==> config.mk <==
export PLATFORM = sky130hd
export DESIGN_NAME = adv7513_reg_dump
export DESIGN_NICKNAME = d
export VERILOG_FILES = /design/src/rtl/adv7513_pkg.sv /design/src/rtl/adv7513_dump_fifo.sv /design/src/rtl/adv7513_reg_dump.sv
export SDC_FILE = /design/constraint.sdc
export NUM_CORES = 1
export LEC_CHECK = 0
export CAP_MARGIN = 5
export CORE_MARGIN = 10
export CORE_UTILIZATION = 54
export CTS_CLUSTER_DIAMETER = 150
export DETAILED_ROUTE_END_ITERATION = 7
export GPL_TIMING_DRIVEN = 0
export PLACE_DENSITY = 0.8
export SYNTH_ARGS = -nofsm -noshare
export SYNTH_HDL_FRONTEND = slang
export SYNTH_HIERARCHICAL = 1
export SYNTH_SLANG_ARGS = --single-unit
==> constraint.sdc <==
create_clock -name clk -period 2.39 [get_ports clk]
set_input_delay 0.478 -clock clk [delete_from_list [all_inputs] [get_ports clk]]
set_output_delay 0.478 -clock clk [all_outputs]
set_load 0.02 [all_outputs]
Fig. 1: routing congestion map
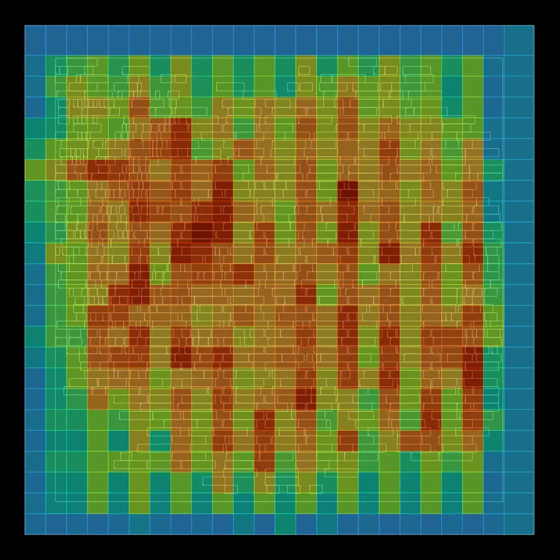
grt met2 use: 32.7%
M1 GR Usage: 24.3%

Fig. 2: routed metal, one colour a layer
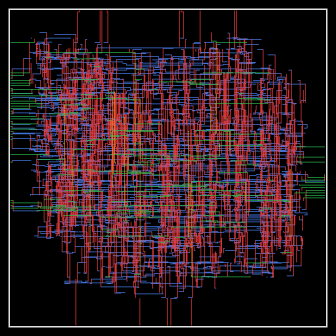
- metal 4: orange (wire length 625 µm)
- metal 1: blue (wire length 10800 µm)
- metal 2: red (wire length 14700 µm)
- metal 3: green (wire length 2110 µm)
WL final: 28200 µm
via count: 6582
Total GRT Usage: 19.1%

Fig. 3: gate families picked out
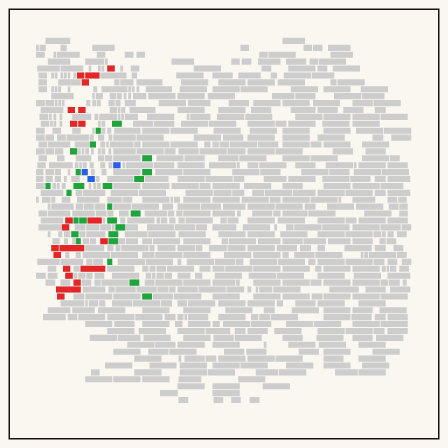
- and/or cells: green (cells 25; where west)
- xor and xnor cells: red (cells 21)
- non-inverting ao/oa cells: blue (cells 3)
Comb/total area: 23.0%
Layout Cells excl Fill: 1054
Commonest Layout Cell: edfxtp_1

Fig. 4: the metal 2 layer
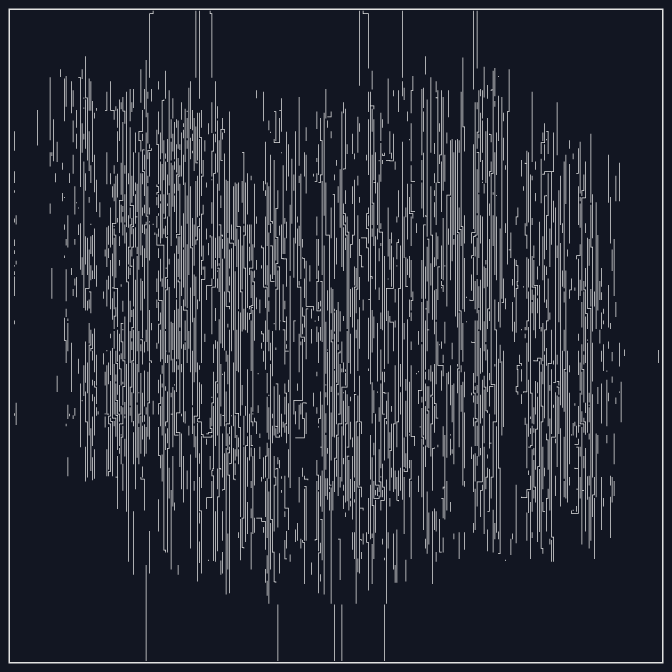
- main direction: vertical
- share of all routed wire: 52%
- longest straight run: 92.5 µm
- nets with wire on the layer: 726

==> deck_impl_summary.md <==
Implementation Results

Yosys
  • Asr flop ratio synth: 12.9%
  • Top-area cell share: 64.5%
  • Post-synth EDFFs: 256
  • Post-synth regs: 294
  • Largest area contributor in the netlist: edfxtp_1
  • Cell area leaders: edfxtp_1, mux4_2, dfrtp_1, a22oi_1, nand2_1

Timing
  • Setup violations, final: 17
  • Final WS setup: -0.567 ns
  • Final hold violation count: 0
  • Fin. max-slew vios: 0
  • Slew @ Worst Pin: 0.586 ns
  • Fin crit share: 124%
  • Worst slew margin: 60.9%
  • Fin crit period: 2.96 ns
  • Clk_skew: 0.0182 ns
  • Fmax: 338 MHz

Placement
  • Port-buffer cells: 59

Pwr
  • P_leak: 5.03 nW
  • Worst vdd ir: 1360 µV

Run status
  • Violated checks: negative setup slack
  • Outcome: finished with violations

Final layout
  • Final nets: 788
  • Area Growth Syn to Fin: 24.1%
  • Share of cells above drive strength 1: 37.5%
  • Layout fillers: 1335

Route
  • WL per Instance: 26.8 µm
  • Remaining DRCs: 0
  • Initial DRC count: 601
  • Vias/cell: 6.24

Floorplanning
  • Core area: 21800 µm²
  • Ports: 61
  • Core Rows: 54
  • Chip area: 28400 µm²

Worst setup path
  • Crit-path max cell delay: 0.50 ns
  • Critical path class: flip-flop to primary output
  • R2R depth: 11
  • Crit path DRT: 1.91 ns
  • CP max stage cell: mux4_2
  • Crit-path cells: buf_6, buf_12, buf_12, buf_16, mux4_2, a22oi_2, a21oi_2, buf_6
  • Crit Path Max Fanout: 8
  • Startpoint types: flip-flop

Flow run
  • Max cap viols: 0
  • OpenROAD warning count: 32

GRT
  • First-pass GRT wire length: 42200 µm

CTS
  • Reg clk slew, reported paths: 0.07 ns

Worst hold path
  • Hold Crit Class: input pin to async pin
## worst max-delay path: cells and delay by family (launching register included)
family          cells  cell delay, ns
mux                 1            0.50
buf+inv             5            0.71
flops               1            0.38
compound gates      2            0.34
## layout by cell type, fill, tap and decap left out, types with 4 or more instances in the layout
| cell type | instances |
|---|---|
| nor3_1 | 4 |
| nand2_1 | 37 |
| clkinv_1 | 4 |
| inv_1 | 8 |
| buf_16 | 4 |
| a22oi_2 | 32 |
| nand3_1 | 6 |
| nor2_1 | 8 |
| xnor2_1 | 8 |
| mux4_2 | 62 |
| clkinvlp_4 | 4 |
| clkbuf_2 | 4 |
| a21oi_1 | 11 |
| buf_4 | 33 |
| clkbuf_16 | 29 |
| nor2b_1 | 4 |
| dfrtp_4 | 7 |
| clkbuf_8 | 4 |
| buf_12 | 9 |
| xor2_1 | 8 |
| buf_2 | 9 |
| ha_1 | 6 |
| clkbuf_1 | 10 |
| edfxtp_1 | 256 |
| buf_6 | 24 |
| and3_4 | 12 |
| clkdlybuf4s50_1 | 39 |
| dfrtp_1 | 28 |
| mux2_1 | 9 |
| a21oi_2 | 14 |
## synth_stat cells, drive strengths merged (2+ instances only)
cell type and n:
edfxtp 256, mux4 64, dfrtp 38, nand2 37, a22oi 32, a21oi 26, buf 25, and3 15
xnor2 12, inv 11, mux2 11, nor2 11, clkbuf 9, xor2 9, nand3 7, ha 6
nor2b 6, nor3 6, and2 4, o211ai 4, nor4 3, o221ai 3, o22ai 3, a2bb2oi 2
a31oi 2, nand3b 2, nand4 2, o2111ai 2, o21ai 2, or2 2
## cells by family (layout without fill, tap and decap cells)
family                     count (synthesis)  after routing  synth area share [%]
other                                      1              1                0.0315
xor gates and xnor gates                  21             21                  1.79
and+or+nand+nor                          100            100                  4.81
muxes                                     75             75                  13.3
adders and majority gates                  6              6                 0.630
buffers and inverters                     45            196                  2.19
AOI/OAI and AO/OA                         81             81                  4.80
DFF                                      294            294                  72.5
## where the power goes
group	total (W)	internal [W]	switching, W
Clock	0.00447	0.00262	0.00185
Combinational	0.00843	0.00407	0.00435
Sequential	0.00811	0.00700	0.00111
## metal layers
layer	track usage (%)	wire length, µm	up-vias
li1	-	-	2783
met1	24.3	10800	3416
met2	32.7	14700	336
met3	4.03	2110	47
met4	5.15	624	0
met5	0	0	-
## metrics by stage
step / setup slack (ns) / utilization (%) / std cells
final: -0.567 / 68.0 / 1054
after CTS: -0.515 / 66.8 / 1042
after floorplan: -0.00921 / - / 623
after global placement: -0.759 / 59.1 / 962
after global routing: -0.605 / 68.0 / 1054
after detailed placement: -0.752 / 59.3 / 965
## cell type report
cell class	instances	area (µm²)	share of cell area, %
buffer	32	307	2.07
clock buffer	40	787	5.32
clock inverter	12	141	0.956
inverter	11	47.5	0.321
multi-input combinational	284	3400	23.0
sequential	294	8670	58.6
tap	280	350	2.37
timing repair buffer	101	1090	7.38
## what timing repair did
action                                  in CTS  in global routing
setup buffers                               22                 12
pin swaps                                   25                 19
endpoints found under the setup margin     255                263
gates cloned                                 4                  1
hold endpoints to repair                     0                  0
gates resized                              219                 35
Power and IR drop assume default switching activity.
